`src/rtl/param_sync_fifo_if.sv`:
```
// Handshake/status bundle for param_sync_fifo: producer/consumer side is the master,
// the FIFO itself is the slave.
interface param_sync_fifo_if #(
   parameter int WIDTH = 32,
   parameter int DEPTH = 16
);
   localparam int ADDR_WIDTH = $clog2(DEPTH);

   logic                  flush;
   logic                  wr_en;
   logic [WIDTH-1:0]      wr_data;
   logic                  rd_en;
   logic                  clr_err;
   logic [WIDTH-1:0]      rd_data;
   logic                  valid;
   logic                  full;
   logic                  empty;
   logic                  almost_full;
   logic                  almost_empty;
   logic [ADDR_WIDTH:0]   level;
   logic                  overflow;
   logic                  underflow;

   modport master (
      output flush, wr_en, wr_data, rd_en, clr_err,
      input  rd_data, valid, full, empty, almost_full, almost_empty,
             level, overflow, underflow
   );

   modport slave (
      input  flush, wr_en, wr_data, rd_en, clr_err,
      output rd_data, valid, full, empty, almost_full, almost_empty,
             level, overflow, underflow
   );
endinterface

```
`src/rtl/param_sync_fifo.sv`:
```
// Single-clock first-word-fall-through FIFO, any DEPTH >= 2, with thresholds, flush and
// sticky errors. Define FIFO_STATS_EN to add the high_water peak-occupancy port.
module param_sync_fifo #(
   parameter int WIDTH         = 32,
   parameter int DEPTH         = 16,
   parameter int AFULL_THRESH  = DEPTH - 2,
   parameter int AEMPTY_THRESH = 2,
   parameter int ADDR_WIDTH    = $clog2(DEPTH)
) (
   input  logic                clk,
   input  logic                rst,
   param_sync_fifo_if.slave    bus
`ifdef FIFO_STATS_EN
   ,
   output logic [ADDR_WIDTH:0] high_water
`endif
);
   localparam int LEVEL_W = ADDR_WIDTH + 1;
   localparam logic [ADDR_WIDTH-1:0] LAST_PTR   = ADDR_WIDTH'(DEPTH - 1);
   localparam logic [LEVEL_W-1:0]    FULL_LEVEL = LEVEL_W'(DEPTH);
   localparam logic [LEVEL_W-1:0]    AF_LEVEL   = LEVEL_W'(AFULL_THRESH);
   localparam logic [LEVEL_W-1:0]    AE_LEVEL   = LEVEL_W'(AEMPTY_THRESH);

   logic [WIDTH-1:0]      mem [DEPTH];
   logic [ADDR_WIDTH-1:0] wr_ptr_reg, wr_ptr_next;
   logic [ADDR_WIDTH-1:0] rd_ptr_reg, rd_ptr_next;
   logic [LEVEL_W-1:0]    level_reg, level_next;
   logic                  overflow_reg, overflow_next;
   logic                  underflow_reg, underflow_next;
   logic                  full_w, empty_w, push, pop;

   // Explicit wrap so non-power-of-2 depths never index past the last entry.
   function automatic logic [ADDR_WIDTH-1:0] ptr_inc(input logic [ADDR_WIDTH-1:0] p);
      return (p == LAST_PTR) ? '0 : p + 1'b1;
   endfunction

   always_comb begin
      full_w  = (level_reg == FULL_LEVEL);
      empty_w = (level_reg == '0);
      // A full FIFO still accepts a write when the same cycle pops.
      push    = !bus.flush && bus.wr_en && (!full_w || bus.rd_en);
      pop     = !bus.flush && bus.rd_en && !empty_w;

      wr_ptr_next = push ? ptr_inc(wr_ptr_reg) : wr_ptr_reg;
      rd_ptr_next = pop  ? ptr_inc(rd_ptr_reg) : rd_ptr_reg;
      level_next  = level_reg;
      case ({push, pop})
         2'b10:   level_next = level_reg + 1'b1;
         2'b01:   level_next = level_reg - 1'b1;
         default: level_next = level_reg;
      endcase
      if (bus.flush) begin
         wr_ptr_next = '0;
         rd_ptr_next = '0;
         level_next  = '0;
      end

      // Set beats clear; flush suppresses both error sources.
      overflow_next  = (!bus.flush && bus.wr_en && full_w && !bus.rd_en)
                       || (overflow_reg && !bus.clr_err);
      underflow_next = (!bus.flush && bus.rd_en && empty_w)
                       || (underflow_reg && !bus.clr_err);
   end

   always_ff @(posedge clk or posedge rst) begin
      if (rst) begin
         wr_ptr_reg    <= '0;
         rd_ptr_reg    <= '0;
         level_reg     <= '0;
         overflow_reg  <= 1'b0;
         underflow_reg <= 1'b0;
      end else begin
         wr_ptr_reg    <= wr_ptr_next;
         rd_ptr_reg    <= rd_ptr_next;
         level_reg     <= level_next;
         overflow_reg  <= overflow_next;
         underflow_reg <= underflow_next;
      end
   end

   // Storage carries no reset so it maps onto plain RAM.
   always_ff @(posedge clk) begin
      if (push) begin
         mem[wr_ptr_reg] <= bus.wr_data;
      end
   end

   assign bus.rd_data      = mem[rd_ptr_reg];
   assign bus.valid        = !empty_w;
   assign bus.full         = full_w;
   assign bus.empty        = empty_w;
   assign bus.almost_full  = (level_reg >= AF_LEVEL);
   assign bus.almost_empty = (level_reg <= AE_LEVEL);
   assign bus.level        = level_reg;
   assign bus.overflow     = overflow_reg;
   assign bus.underflow    = underflow_reg;

`ifdef FIFO_STATS_EN
   logic [LEVEL_W-1:0] high_water_reg, high_water_next;

   always_comb begin
      high_water_next = high_water_reg;
      if (bus.clr_err) begin
         high_water_next = level_next;
      end else if (level_next > high_water_reg) begin
         high_water_next = level_next;
      end
   end

   always_ff @(posedge clk or posedge rst) begin
      if (rst) begin
         high_water_reg <= '0;
      end else begin
         high_water_reg <= high_water_next;
      end
   end

   assign high_water = high_water_reg;
`endif
endmodule

```
`src/flat_wrapper.sv`:
```
// flat-port wrapper written by rule: the top's interface ports become plain ports
module param_sync_fifo_flat 
#(
   parameter int WIDTH         = 32,
   parameter int DEPTH         = 16,
   parameter int AFULL_THRESH  = DEPTH - 2,
   parameter int AEMPTY_THRESH = 2,
   parameter int ADDR_WIDTH    = $clog2(DEPTH)
)
  (clk, rst, bus_flush, bus_wr_en, bus_wr_data, bus_rd_en, bus_clr_err, bus_rd_data, bus_valid, bus_full, bus_empty, bus_almost_full, bus_almost_empty, bus_level, bus_overflow, bus_underflow);
  param_sync_fifo_if #(.WIDTH(WIDTH), .DEPTH(DEPTH)) bus_i ();
  input  logic clk;
  input  logic rst;
  input wire logic [$bits(bus_i.flush)-1:0] bus_flush;
  input wire logic [$bits(bus_i.wr_en)-1:0] bus_wr_en;
  input wire logic [$bits(bus_i.wr_data)-1:0] bus_wr_data;
  input wire logic [$bits(bus_i.rd_en)-1:0] bus_rd_en;
  input wire logic [$bits(bus_i.clr_err)-1:0] bus_clr_err;
  output wire logic [$bits(bus_i.rd_data)-1:0] bus_rd_data;
  output wire logic [$bits(bus_i.valid)-1:0] bus_valid;
  output wire logic [$bits(bus_i.full)-1:0] bus_full;
  output wire logic [$bits(bus_i.empty)-1:0] bus_empty;
  output wire logic [$bits(bus_i.almost_full)-1:0] bus_almost_full;
  output wire logic [$bits(bus_i.almost_empty)-1:0] bus_almost_empty;
  output wire logic [$bits(bus_i.level)-1:0] bus_level;
  output wire logic [$bits(bus_i.overflow)-1:0] bus_overflow;
  output wire logic [$bits(bus_i.underflow)-1:0] bus_underflow;
  assign bus_i.flush = bus_flush;
  assign bus_i.wr_en = bus_wr_en;
  assign bus_i.wr_data = bus_wr_data;
  assign bus_i.rd_en = bus_rd_en;
  assign bus_i.clr_err = bus_clr_err;
  assign bus_rd_data = bus_i.rd_data;
  assign bus_valid = bus_i.valid;
  assign bus_full = bus_i.full;
  assign bus_empty = bus_i.empty;
  assign bus_almost_full = bus_i.almost_full;
  assign bus_almost_empty = bus_i.almost_empty;
  assign bus_level = bus_i.level;
  assign bus_overflow = bus_i.overflow;
  assign bus_underflow = bus_i.underflow;
  param_sync_fifo #(.WIDTH(WIDTH), .DEPTH(DEPTH), .AFULL_THRESH(AFULL_THRESH), .AEMPTY_THRESH(AEMPTY_THRESH), .ADDR_WIDTH(ADDR_WIDTH)) u_core (.clk(clk), .rst(rst), .bus(bus_i));
endmodule
```
`config.mk`:
```
export PLATFORM = sky130hd
export DESIGN_NAME = param_sync_fifo_flat
export DESIGN_NICKNAME = d
export VERILOG_FILES = /design/src/rtl/param_sync_fifo_if.sv /design/src/rtl/param_sync_fifo.sv /design/src/flat_wrapper.sv
export SDC_FILE = /design/constraint.sdc
export NUM_CORES = 1
export LEC_CHECK = 0
export ABC_AREA = 1
export CELL_PAD_IN_SITES_DETAIL_PLACEMENT = 1
export CELL_PAD_IN_SITES_GLOBAL_PLACEMENT = 2
export CORE_MARGIN = 2
export CORE_UTILIZATION = 47
export CTS_CLUSTER_DIAMETER = 50
export DETAILED_ROUTE_END_ITERATION = 12
export GPL_TIMING_DRIVEN = 0
export MAX_ROUTING_LAYER = met4
export PLACE_DENSITY = 0.89
export SLEW_MARGIN = 0
export SYNTH_ARGS = -nofsm -noshare
export SYNTH_HDL_FRONTEND = slang
export SYNTH_SLANG_ARGS = --single-unit
```
`constraint.sdc`:
```
create_clock -name clk -period 5.1 [get_ports clk]
set_input_delay 0.51 -clock clk [delete_from_list [all_inputs] [get_ports clk]]
set_output_delay 0.51 -clock clk [all_outputs]
set_load 0.05 [all_outputs]
```
==> impl_metrics.yaml, run 1 <==
# flow metrics
die:
  tapCellCount: 592
  chip_area_mm2: 0.04611
  io-pin-count: 82
yosys:
  synthArstFlopShare: 0.02846
  yosysWarnings: 0
  ys_cells: 1484
  flop_cell: "edfxtp_1"
  netlist_instances: 1484
  synth.avg_cell_area_um2: 14.07
  top_logic_kind: "AND-OR/OR-AND gates"
  ys_sh_mux: 0.02446
  yosys.area.top_type: "edfxtp_1"
  ys_area_mm2: 0.02087
  area_leaders: "edfxtp_1, nor2_1, o21ai_0"
  yosys.area_share.simple: 0.09357
  ys.flops: 527
  common_cells: "edfxtp_1, nor2_1, o21ai_0"
global_route:
  grt_pass1_wl_um: 96830
  use_met1: 0.3681
  met2_usage: 0.4763
  overflow: 0
  grt_max_degree: 27
timing:
  hold_ws_ns: 0.3575
  period_needed_ns: 4.338
  worst_slew_pin_slew_ns: 0.9724
  finalCritPeriodShare: 0.8505
  clock_skew_ns: 0.01194
  layout_setup_ws_ns: 0.7625
  max_freq_mhz: 230.5
  relSlewSlack: 0.3517
  rsz0062_at_grt: "no"
setup_path:
  r2r_end: "u_core.mem[8][5]"
  crit_buf_inv: 4
  end_kind: "output port"
  critPathArrivalTime_ns: 3.83
  r2r_start: "u_core.bus.level[0]"
  crit_chain: "buf_2 -> buf_2 -> clkbuf_1 -> o21ai_0 -> o32ai_1 -> nand2_1 -> nand3_1 -> clkdlybuf4s50_1"
  r2r_cells: 7
  crit_slowest_cell: "clkdlybuf4s50_1"
final_layout:
  final_util: 0.5610
  antenna_cells: 2
  nets: 1683
  inverters: 30
  flops: 527
  area_growth_syn_to_layout_pct: 18.32
  clock_area_frac: 0.07097
  layout_top_cell: "edfxtp_1"
  buffer_area_frac: 0.06667
  drive_gt1_frac: 0.09319
  most-common-layout-cells: "edfxtp_1, nor2_1, o21ai_0, nand2_1, clkdlybuf4s50_1"
  clkbuf_count: 70
  regArea_mm2: 0.01575
  num-multi-input-gates: 832
placed_design:
  placed_cells: 2173
  place_ws_ns: 1.425
  dpl.hpwl_um: 44470
power:
  powerClk_w: 0.00397
  power_w: 0.01353
  switching_share: 0.3750
  p_clk_frac: 0.293
  p_leak_nw: 8.004
  power.share.sequential: 0.362
detailed_routing:
  wl_per_cell_um: 29.15
  drc: 0
  wl_met3_um: 5225
  num_vias: 14065
  wl_met1_um: 25340
  detail_route.first_pass.iterations: 5
  top_layer_used: "met4"
clock_tree:
  cts.sinks: 527
  clk_path_buf_depth: 3
  clkTransAtPathRegs_ns: 0.07
  cts_buffers: 55
  htreeDepth: 2
status:
  status: "complete, no violations"
Figure 1. Clock network drawn from the DEF (run 1).
Scale: 1 px per µm.
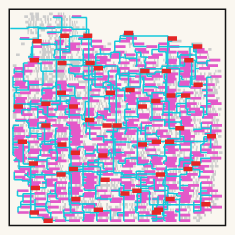
- cyan: clock wires (length 6,250 µm)
- red: cells driving clock nets (count 55)
- magenta: flip-flops (count 527)
- flops lie: all over the die
- routed clock nets: 56

Figure 2. Supply network (run 1).
Scale: 1.5 px per µm. Pins as bars on the die edge.
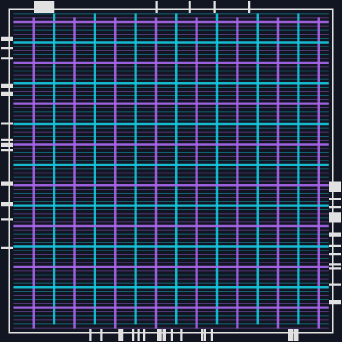
- cyan: VDD
- purple: VSS
- met1 rails: 78
- signal pins: 82
die width: 214.7 µm
total core area: 0.04403 mm²
Max IR drop VDD: 366.2 µV

Figure 3. Wiring by layer (run 1).
Scale: 2 px per µm.
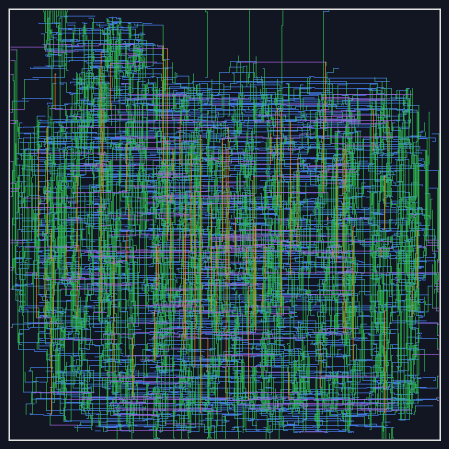
- green: met2 (wire length 32.8 mm)
- orange: met4 (wire length 2,760 µm)
- blue: met1 (wire length 25.3 mm)
- purple: met3 (wire length 5,230 µm)

==> run 2: changes to the inputs <==
ABC_CLOCK_PERIOD_IN_PS = 5100   (was not set)
Figure 4. Wiring by layer (run 2).
Scale: 2 px per µm.
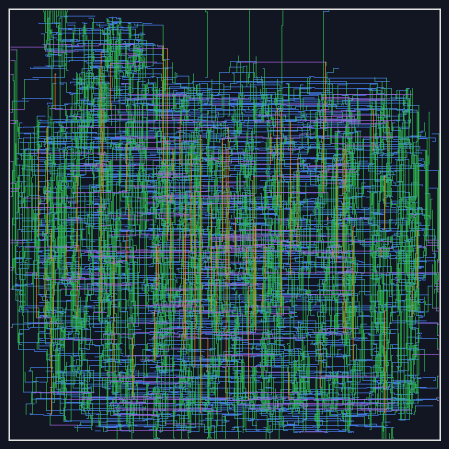
- orange: met4 (wire length 2,760 µm)
- purple: met3 (wire length 5,230 µm)
- blue: met1 (wire length 25.3 mm)
- green: met2 (wire length 32.8 mm)

==> run 2 against run 1 <==
  * Global-route usage is the same
  * Die size is the same
  * Critical path type unchanged
  * Routed wire length is the same
  * Count of clock-buffer cells in the layout is the same
  * Largest cell class unchanged
  * Worst hold slack is the same
==> impl_metrics.yaml, run 2 <==
# flow metrics
status:
  status: "complete, no violations"
final_layout:
  num-multi-input-gates: 832
  antenna_cells: 2
  nets: 1683
  regArea_mm2: 0.01575
  drive_gt1_frac: 0.09319
  flops: 527
  fillers: 4310
  area_growth_syn_to_layout_pct: 18.32
  clkbuf_count: 70
  buffer_area_frac: 0.06667
  layout_top_cell: "edfxtp_1"
  most-common-layout-cells: "edfxtp_1, nor2_1, o21ai_0, nand2_1, clkdlybuf4s50_1"
  logic_area_mm2: 0.004688
  final_util: 0.5610
  clock_area_frac: 0.07097
  inverters: 30
detailed_routing:
  drc: 0
  top_layer_used: "met4"
  detail_route.first_pass.iterations: 5
  num_vias: 14065
  routed-wl-met2_um: 32790
  wl_met3_um: 5225
  wl_per_cell_um: 29.15
  wl_met1_um: 25340
global_route:
  overflow: 0
  met2_usage: 0.4763
  grt_max_degree: 27
  grt_pass1_wl_um: 96830
  use_met1: 0.3681
power:
  vdd_drop_max_uv: 366.2
  power.share.sequential: 0.362
  powerClk_w: 0.00397
  p_clk_frac: 0.293
  power_w: 0.01353
  p_leak_nw: 8.004
  switching_share: 0.3750
timing:
  relSlewSlack: 0.3517
  layout_setup_ws_ns: 0.7625
  worst_slew_pin_slew_ns: 0.9724
  max_freq_mhz: 230.5
  hold_ws_ns: 0.3575
  rsz0062_at_grt: "no"
setup_path:
  crit_slowest_cell: "clkdlybuf4s50_1"
  crit_chain: "buf_2 -> buf_2 -> clkbuf_1 -> o21ai_0 -> o32ai_1 -> nand2_1 -> nand3_1 -> clkdlybuf4s50_1"
  crit_top_cell: "buf_2"
  r2r_start: "u_core.bus.level[0]"
  critPathArrivalTime_ns: 3.83
  r2r_end: "u_core.mem[8][5]"
  r2r_cells: 7
  end_kind: "output port"
  crit_buf_inv: 4
clock_tree:
  hold_buffers: 0
  cts.sinks: 527
  cts_buffers: 55
  clkTransAtPathRegs_ns: 0.07
  cts_root_buf: "clkbuf_16"
  clk_path_buf_depth: 3
  htreeDepth: 2
yosys:
  top_logic_kind: "AND-OR/OR-AND gates"
  ys_cells: 1484
  ys.flops: 527
  synthArstFlopShare: 0.02846
  yosys.area.top_type: "edfxtp_1"
  common_cells: "edfxtp_1, nor2_1, o21ai_0"
  ys_area_mm2: 0.02087
  flop_cell: "edfxtp_1"
  yosys.area_share.simple: 0.09357
  ys_sh_mux: 0.02446
  edf_count: 512
  netlist_instances: 1484
  synth.avg_cell_area_um2: 14.07
  yosysWarnings: 0
  area_leaders: "edfxtp_1, nor2_1, o21ai_0"
die:
  chip_area_mm2: 0.04611
  core_area_mm2: 0.04403
  dieWidth_um: 214.7
placed_design:
  placed_cell_area_mm2: 0.02294
  placed_cells: 2173
  dpl.hpwl_um: 44470
  place_ws_ns: 1.425
No activity file was given, so power comes from the tool's default toggle rates.
